Fig. 1: met1 routing
Scale bar: 20 µm.
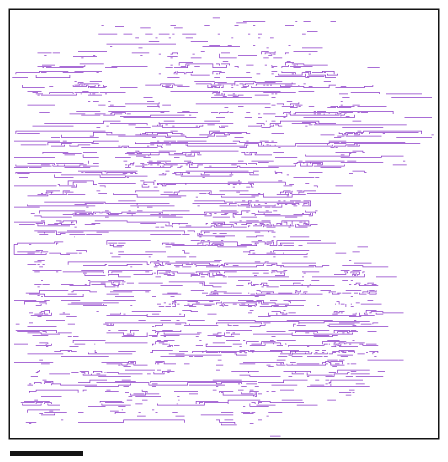
Fig. 2: signal wires on met2
Scale bar: 20 µm. Cells faint in the background.
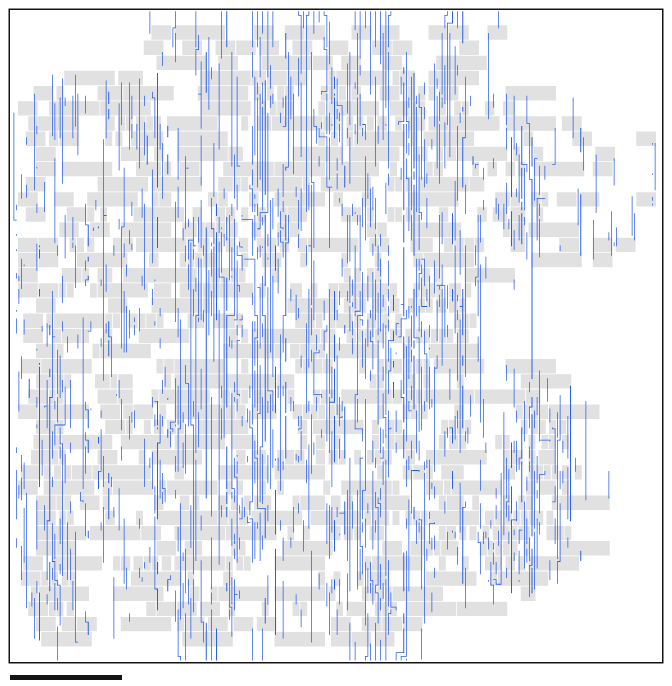
Fig. 3: the metal 3 layer
Scale bar: 20 µm. Cells faint in the background.
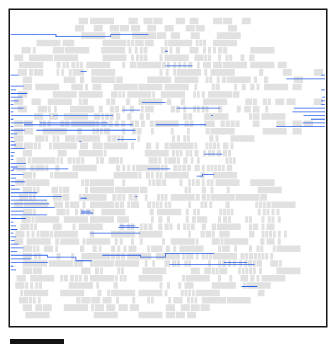
Fig. 4: routing congestion
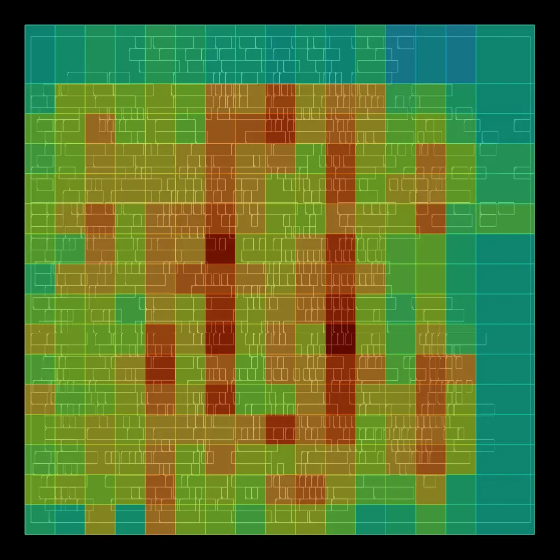
File: src/rtl/io_bus_pkg.sv
// Shared definitions for the I/O bus bridge: address region codes,
// the bridge state encoding and default bus widths.
package io_bus_pkg;

  localparam int DATA_W_DEF = 16;
  localparam int ADDR_W_DEF = 16;

  // Region codes taken from the top nibble of the processor address
  localparam logic [3:0] REG_RAM   = 4'h0;
  localparam logic [3:0] REG_LED   = 4'h1;
  localparam logic [3:0] REG_SW    = 4'h2;
  localparam logic [3:0] REG_TIMER = 4'h3;

  typedef enum logic [1:0] {
    ST_IDLE,
    ST_ACCESS,
    ST_RAM_WAIT,
    ST_RESP
  } state_t;

endpackage

File: src/rtl/io_timer.sv
// Free-running tick timer: a prescaler divides the clock, and each prescaler
// wrap bumps a wrapping counter. A load overrides any tick in the same cycle
// and restarts the prescaler so the loaded value is held for a full period.
module io_timer #(
  parameter int PRESCALE = 50000,
  parameter int CNT_W    = 16
) (
  input  logic             i_clock,
  input  logic             i_resetn,
  input  logic             i_load,
  input  logic [CNT_W-1:0] i_load_val,
  output logic [CNT_W-1:0] o_count
);

  localparam int PRE_W = (PRESCALE > 1) ? $clog2(PRESCALE) : 1;
  localparam logic [PRE_W-1:0] PRE_LAST = PRE_W'(PRESCALE - 1);

  logic [PRE_W-1:0] r_pre;
  logic [CNT_W-1:0] r_count;
  logic             w_tick;

  assign w_tick  = (r_pre == PRE_LAST);
  assign o_count = r_count;

  // Prescaler and counter; a load wins over a coincident tick
  always_ff @(posedge i_clock or negedge i_resetn) begin
    if (!i_resetn) begin
      r_pre   <= '0;
      r_count <= '0;
    end else if (i_load) begin
      r_pre   <= '0;
      r_count <= i_load_val;
    end else begin
      r_pre <= w_tick ? '0 : r_pre + 1'b1;
      if (w_tick) begin
        r_count <= r_count + 1'b1;
      end
    end
  end

endmodule

File: src/rtl/io_bus_bridge.sv
// Bridge between the processor memory port and data RAM plus board I/O.
// One request at a time is latched, decoded by address region and completed
// with a single-cycle ack; busy covers acceptance through the ack cycle.
module io_bus_bridge
  import io_bus_pkg::*;
#(
  parameter int DATA_W   = DATA_W_DEF,
  parameter int ADDR_W   = ADDR_W_DEF,
  parameter int RAM_AW   = 8,
  parameter int LED_W    = 10,
  parameter int PRESCALE = 50000
) (
  input  logic              i_clock,
  input  logic              i_resetn,
  input  logic              i_req,
  input  logic              i_wr,
  input  logic [ADDR_W-1:0] i_addr,
  input  logic [DATA_W-1:0] i_wdata,
  output logic [DATA_W-1:0] o_rdata,
  output logic              o_ack,
  output logic              o_busy,
  output logic [RAM_AW-1:0] o_mem_addr,
  output logic [DATA_W-1:0] o_mem_data,
  output logic              o_mem_wren,
  input  logic [DATA_W-1:0] i_mem_q,
  input  logic [LED_W-1:0]  i_sw,
  output logic [LED_W-1:0]  o_ledr,
  output logic              o_bus_err
);

  localparam int TIMER_W = 16;

  state_t              r_state;
  state_t              w_next;
  logic                r_wr;
  logic [3:0]          r_region;
  logic [RAM_AW-1:0]   r_ram_addr;
  logic [DATA_W-1:0]   r_wdata;
  logic [DATA_W-1:0]   r_rdata;
  logic                r_ack;
  logic                r_busy;
  logic [LED_W-1:0]    r_ledr;
  logic                r_bus_err;
  logic [LED_W-1:0]    r_sw_meta;
  logic [LED_W-1:0]    r_sw_sync;
  logic [3:0]          w_region;
  logic                w_accept;
  logic                w_mem_wren;
  logic                w_timer_load;
  logic [TIMER_W-1:0]  w_count;
  logic                w_unused_addr;

  // Address bits between the RAM window and the region nibble are don't-care
  assign w_unused_addr = ^i_addr[ADDR_W-5:RAM_AW];
  assign w_region      = i_addr[ADDR_W-1 -: 4];
  // The busy term keeps a held req from being re-accepted during the ack cycle
  assign w_accept      = (r_state == ST_IDLE) && i_req && !r_busy;

  assign o_rdata    = r_rdata;
  assign o_ack      = r_ack;
  assign o_busy     = r_busy;
  assign o_mem_addr = r_ram_addr;
  assign o_mem_data = r_wdata;
  assign o_mem_wren = w_mem_wren;
  assign o_ledr     = r_ledr;
  assign o_bus_err  = r_bus_err;

  // State register
  always_ff @(posedge i_clock or negedge i_resetn) begin
    if (!i_resetn) begin
      r_state <= ST_IDLE;
    end else begin
      r_state <= w_next;
    end
  end

  // Next-state decode plus the single-cycle RAM write and timer load strobes
  always_comb begin
    w_next       = r_state;
    w_mem_wren   = 1'b0;
    w_timer_load = 1'b0;
    case (r_state)
      ST_IDLE: begin
        if (w_accept) begin
          w_next = ST_ACCESS;
        end
      end
      ST_ACCESS: begin
        w_mem_wren   = r_wr && (r_region == REG_RAM);
        w_timer_load = r_wr && (r_region == REG_TIMER);
        if (!r_wr && (r_region == REG_RAM)) begin
          w_next = ST_RAM_WAIT;
        end else begin
          w_next = ST_RESP;
        end
      end
      ST_RAM_WAIT: w_next = ST_RESP;
      ST_RESP:     w_next = ST_IDLE;
      default:     w_next = ST_IDLE;
    endcase
  end

  // Capture the request so the core may change its bus after acceptance
  always_ff @(posedge i_clock or negedge i_resetn) begin
    if (!i_resetn) begin
      r_wr       <= 1'b0;
      r_region   <= REG_RAM;
      r_ram_addr <= '0;
      r_wdata    <= '0;
    end else if (w_accept) begin
      r_wr       <= i_wr;
      r_region   <= w_region;
      r_ram_addr <= i_addr[RAM_AW-1:0];
      r_wdata    <= i_wdata;
    end
  end

  // Registered ack leaving RESP; busy drops on the edge after the ack cycle
  always_ff @(posedge i_clock or negedge i_resetn) begin
    if (!i_resetn) begin
      r_ack  <= 1'b0;
      r_busy <= 1'b0;
    end else begin
      r_ack <= (r_state == ST_RESP);
      if (w_accept) begin
        r_busy <= 1'b1;
      end else if (r_ack) begin
        r_busy <= 1'b0;
      end
    end
  end

  // Two-flop synchroniser for the asynchronous board switches
  always_ff @(posedge i_clock or negedge i_resetn) begin
    if (!i_resetn) begin
      r_sw_meta <= '0;
      r_sw_sync <= '0;
    end else begin
      r_sw_meta <= i_sw;
      r_sw_sync <= r_sw_meta;
    end
  end

  // Peripheral writes, read data return and the sticky unmapped-access flag
  always_ff @(posedge i_clock or negedge i_resetn) begin
    if (!i_resetn) begin
      r_rdata   <= '0;
      r_ledr    <= '0;
      r_bus_err <= 1'b0;
    end else if (r_state == ST_ACCESS) begin
      case (r_region)
        REG_RAM: begin
        end
        REG_LED: begin
          if (r_wr) begin
            r_ledr <= r_wdata[LED_W-1:0];
          end else begin
            r_rdata <= DATA_W'(r_ledr);
          end
        end
        REG_SW: begin
          if (!r_wr) begin
            r_rdata <= DATA_W'(r_sw_sync);
          end
        end
        REG_TIMER: begin
          if (!r_wr) begin
            r_rdata <= DATA_W'(w_count);
          end
        end
        default: begin
          r_bus_err <= 1'b1;
          if (!r_wr) begin
            r_rdata <= '0;
          end
        end
      endcase
    end else if (r_state == ST_RAM_WAIT) begin
      r_rdata <= i_mem_q;
    end
  end

  io_timer #(
    .PRESCALE (PRESCALE),
    .CNT_W    (TIMER_W)
  ) u_timer (
    .i_clock    (i_clock),
    .i_resetn   (i_resetn),
    .i_load     (w_timer_load),
    .i_load_val (r_wdata[TIMER_W-1:0]),
    .o_count    (w_count)
  );

endmodule

File: config.mk
export PLATFORM = sky130hd
export DESIGN_NAME = io_bus_bridge
export DESIGN_NICKNAME = d
export VERILOG_FILES = /design/src/rtl/io_bus_pkg.sv /design/src/rtl/io_timer.sv /design/src/rtl/io_bus_bridge.sv
export SDC_FILE = /design/constraint.sdc
export NUM_CORES = 1
export LEC_CHECK = 0
export ABC_AREA = 1
export CAP_MARGIN = 0
export CORE_MARGIN = 1
export CORE_UTILIZATION = 40
export CTS_CLUSTER_DIAMETER = 60
export DETAILED_ROUTE_END_ITERATION = 7
export PLACE_DENSITY = 0.66
export SYNTH_ARGS = -nofsm -noshare
export SYNTH_HDL_FRONTEND = slang
export SYNTH_SLANG_ARGS = --single-unit
File: constraint.sdc
create_clock -name i_clock -period 2.75 [get_ports i_clock]
set_clock_uncertainty 0.1 [all_clocks]
set_input_delay 0.275 -clock i_clock [delete_from_list [all_inputs] [get_ports i_clock]]
set_output_delay 0.275 -clock i_clock [all_outputs]
set_load 0.01 [all_outputs]
==> run notes <==
Implementation progress

Looking at the clock tree report, the maximum root-to-sink buffer count equals 2. The pin closest to its max-slew limit shows a slew of 0.675 ns. Yosys reports a chip area of 5280 µm². The finished cells cover 6880 µm². The insertion delay to the later sink of the worst-skew pair stands at 0.36 ns. The number of buffers created by CTS stands at 9.

Per the synthesis report, the adder-cell share of the synthesized area is 0.0166. In this run, the synthesized area fraction spent on xor and xnor cells is recorded as 0.0182. The worst reg-to-reg path cell count stands at 9. The worst setup path is launched from a register. Per the post-synthesis report, the nets total 725.

The initial core utilization stands at 0.414. The simple-gate area share of the yosys netlist stands at 0.312. After the last flow step, the layout net total stands at 833. In this run the critical path is formed by inv_1 > ha_1 > nand2_2 > nor2_1 > clkdlybuf4s50_1. For this design, the slowest cell found on the critical path is clkdlybuf4s50_1.

The routed design shows a via density per instance of 4.88. Per the final timing report, the hold violations number 0. In this run the critical register-to-register path is launched from r_state[1].

The worst setup path is captured at an output pin. The synthesis stat section lists a flop and latch total of 112. The post-placement cell area stands at 6560 µm². The post-synth design cell area stands at 5280 µm².

Setup repair after global routing left no endpoint under its margin. The initial DRC count stands at 285. The final RePlAce weighted congestion stands at 0.853. The launch point of the critical path was reported as r_state[1]. Grouping stages by cell kind, the critical path spends the most delay in buffers and inverters. The number of buffers inserted by port buffering stands at 111. The area share of the largest cell type after synthesis stands at 0.531. The synthesis report lists the most area-consuming cells as dfrtp_1 53%, nand2_1 17%, nand3_1 7.6%. By instance count after routing, the leading logic cell type is nand2_1. After synthesis, the share of flip-flops with an asynchronous set or reset is 1.00. TritonCTS built the clock tree.

By instance count after routing, the leading logic cell types are 240 x nand2_1, 112 x dfrtp_1, 110 x clkdlybuf4s50_1. The total power draw stands at 0.00316 W. The post-synth tally of flip-flops with integrated enable stands at 0. The endpoint arrival time on the critical path stands at 2.00 ns.

Looking at the critical path, the highest net fanout was 5. The number of buffer and inverter instances along the worst setup path stands at 2. The biggest area contributor in the post-synthesis netlist is dfrtp_1. The max-cap check violation count stands at 0.

The proportion of synthesized chip area in sequential cells stands at 0.531. The routed length on met1 stands at 6050 µm. The full die area stands at 13700 µm².

The post-CTS resize count stands at 0. The worst voltage drop across the vdd grid stands at 0.000286 V. The warning count from the yosys run stands at 0. Of the total synthesized cell area, the portion taken by AND-OR and OR-AND cells is 0.0623.

In the log, the iteration count for the first detailed-route pass is 5. The number of max-slew violations in the final report stands at 0. The synthesis report names the predominant flop master as dfrtp_1. The worst-case reg-to-reg setup slack stands at 0.41 ns. The synthesized netlist was found by Yosys to have 656 cells. The clock tree has to reach 112 sinks. The critical path endpoint has a required time of 2.38 ns. The flow ran to the end, and the final reports show no timing, DRC or antenna violations. Following the worst setup path forward leads to its endpoint at o_mem_wren. Yosys shows that the main logic family after synthesis is simple AND/OR/NAND/NOR gates. Per the finish-stage timing summary, setup violations number 0.

The worst hold path terminates at r_sw_sync[6]. The worst register-to-register path ends at o_rdata[11]. The area growth from synthesis to layout stands at 30.2%.

The wire length on met3 stands at 751 µm. The final antenna-violating net count stands at 0. The report lists the number of standard-cell rows as 41. The die outline width stands at 117 µm. The total number of warnings across the stage logs stands at 34. The path length in cells of the critical path stands at 5. On the reported timing paths, the clock transition at the registers reads 0.08 ns. The max-slew headroom at the worst pin stands at 0.550. The delay contributed by the slowest stage of the critical path stands at 0.56 ns.

The leakage power summed over all cells stands at 3.31 nW. CTS built an H-tree with a depth of 3. After synthesis, the share of cell area in mux cells is 0.

The number of global-route vias before repair is 4539. The startpoint identified for the worst hold timing path is r_sw_meta[6]. The floorplan report gives the top-level pin count as 116. The height of the die stands at 117 µm. The mean instance size in the synthesized netlist stands at 8.05 µm². The pin count of the biggest net entering global routing stands at 63. The highest layer touched by signal routing is met4. The aggregate global routing overflow stands at 0. The post-route clock period utilization stands at 0.864. In the Yosys stats the netlist draws on 30 distinct library cells.

The number of stages on the worst hold path stands at 0. Derived from the worst setup path, the maximum achievable clock frequency is 421 MHz. The cell count after synthesis stands at 656.

In the placement report, post-DP HPWL is listed as 10000 µm. The final total negative setup slack stands at 0 ns. The worst hold path belongs to the class reg -> reg. The final critical delay including setup and external delays stands at 2.38 ns. The number of antenna violations at the first check in global routing is 0. After detailed routing, the number of remaining DRC violations is 0.

The tree is rooted in a clkbuf_16. The core area stands at 12800 µm². By startpoint and endpoint, the worst setup path is classified as reg -> out.

Summed over all nets, wire length on met2 after detailed routing comes to 6430 µm. The script computed a power per unit cell area of 460 nW/µm².
Back to the opening pictures, Fig. 1:
- longest straight run: 32.0 µm
- share of all routed wire: 45%
total wire length: 13400 µm
DR vias: 4589
Global Route met1 Usage: 0.277

Back to the opening pictures, Fig. 2:
- nets with wire on the layer: 678
- longest straight run: 48.4 µm
- wire length on this layer: 6430 µm
- main direction: vertical
fraction of met2 tracks used by global routing: 0.349

Back to the opening pictures, Fig. 3:
- nets with wire on the layer: 85
- longest straight run: 40.0 µm
- share of all routed wire: 5.6%
- main direction: horizontal
fraction of met3 tracks used by global routing: 0.0407

Back to the opening pictures, Fig. 4:
final core occ: 0.538
GRT Resource Usage Total: 0.211
detailed-route wire length per cell: 14.3 µm

[through the flow]
step | worst slack (ns) | util | hold slack, ns | cells
after global placement | 0.522 | 0.513 | 0.237 | 924
final | 0.373 | 0.538 | 0.252 | 941
after CTS | 0.352 | 0.538 | 0.244 | 941
after global routing | 0.165 | 0.538 | 0.244 | 941
after detailed placement | 0.426 | 0.513 | 0.236 | 924
after floorplan | 1.09 | - | -0.121 | 656
[layout make-up]
type	count	area (µm²)
multi-input cells	469	2160
clock inverters	7	83.8
inverters	52	198
well taps	172	215
fillers	1199	5900
flip-flops and latches	112	2800
clock buffers	9	225
repair buffers	120	1190
[synth_stat cells, drive strengths merged (2+ instances only)]
cell type,n
a21oi,3
clkbuf,10
nand2,246
o21ai,48
o211ai,6
o21bai,2
nand3,83
nand4,5
dfrtp,112
nor2,52
buf,13
ha,7
inv,52
xor2,9
xnor2,2
nor3,2
[sequential cells by signal (all words and copies together) (netlist names)]
register and cells:
o_ack 1, o_bus_err 1, r_state 2, r_sw_meta 10, r_region 4, o_rdata 16, o_busy 1, o_ledr 10
u_timer.r_pre 16, r_sw_sync 10, u_timer.o_count 16, r_wr 1, o_mem_addr 8, o_mem_data 16
[what timing repair did]
action                                  CTS  global route
hold buffers                              1             0
endpoints found under the setup margin    0             0
hold endpoints to repair                 50             0
[power by group]
| part | leakage [nW] | switching, W | internal (W) |
|---|---|---|---|
| combinational | 1.81 | 0.0000478 | 0.0000770 |
| clock | 0.154 | 0.000644 | 0.000727 |
| sequential | 1.35 | 0.00000492 | 0.00166 |
[per-layer routing]
layer | vias up | track usage
li1 | 2301 | -
met1 | 2158 | 0.277
met2 | 118 | 0.349
met3 | 12 | 0.0407
met4 | 0 | 0.0743
met5 | - | 0
No activity file was given, so power comes from the tool's default toggle rates.
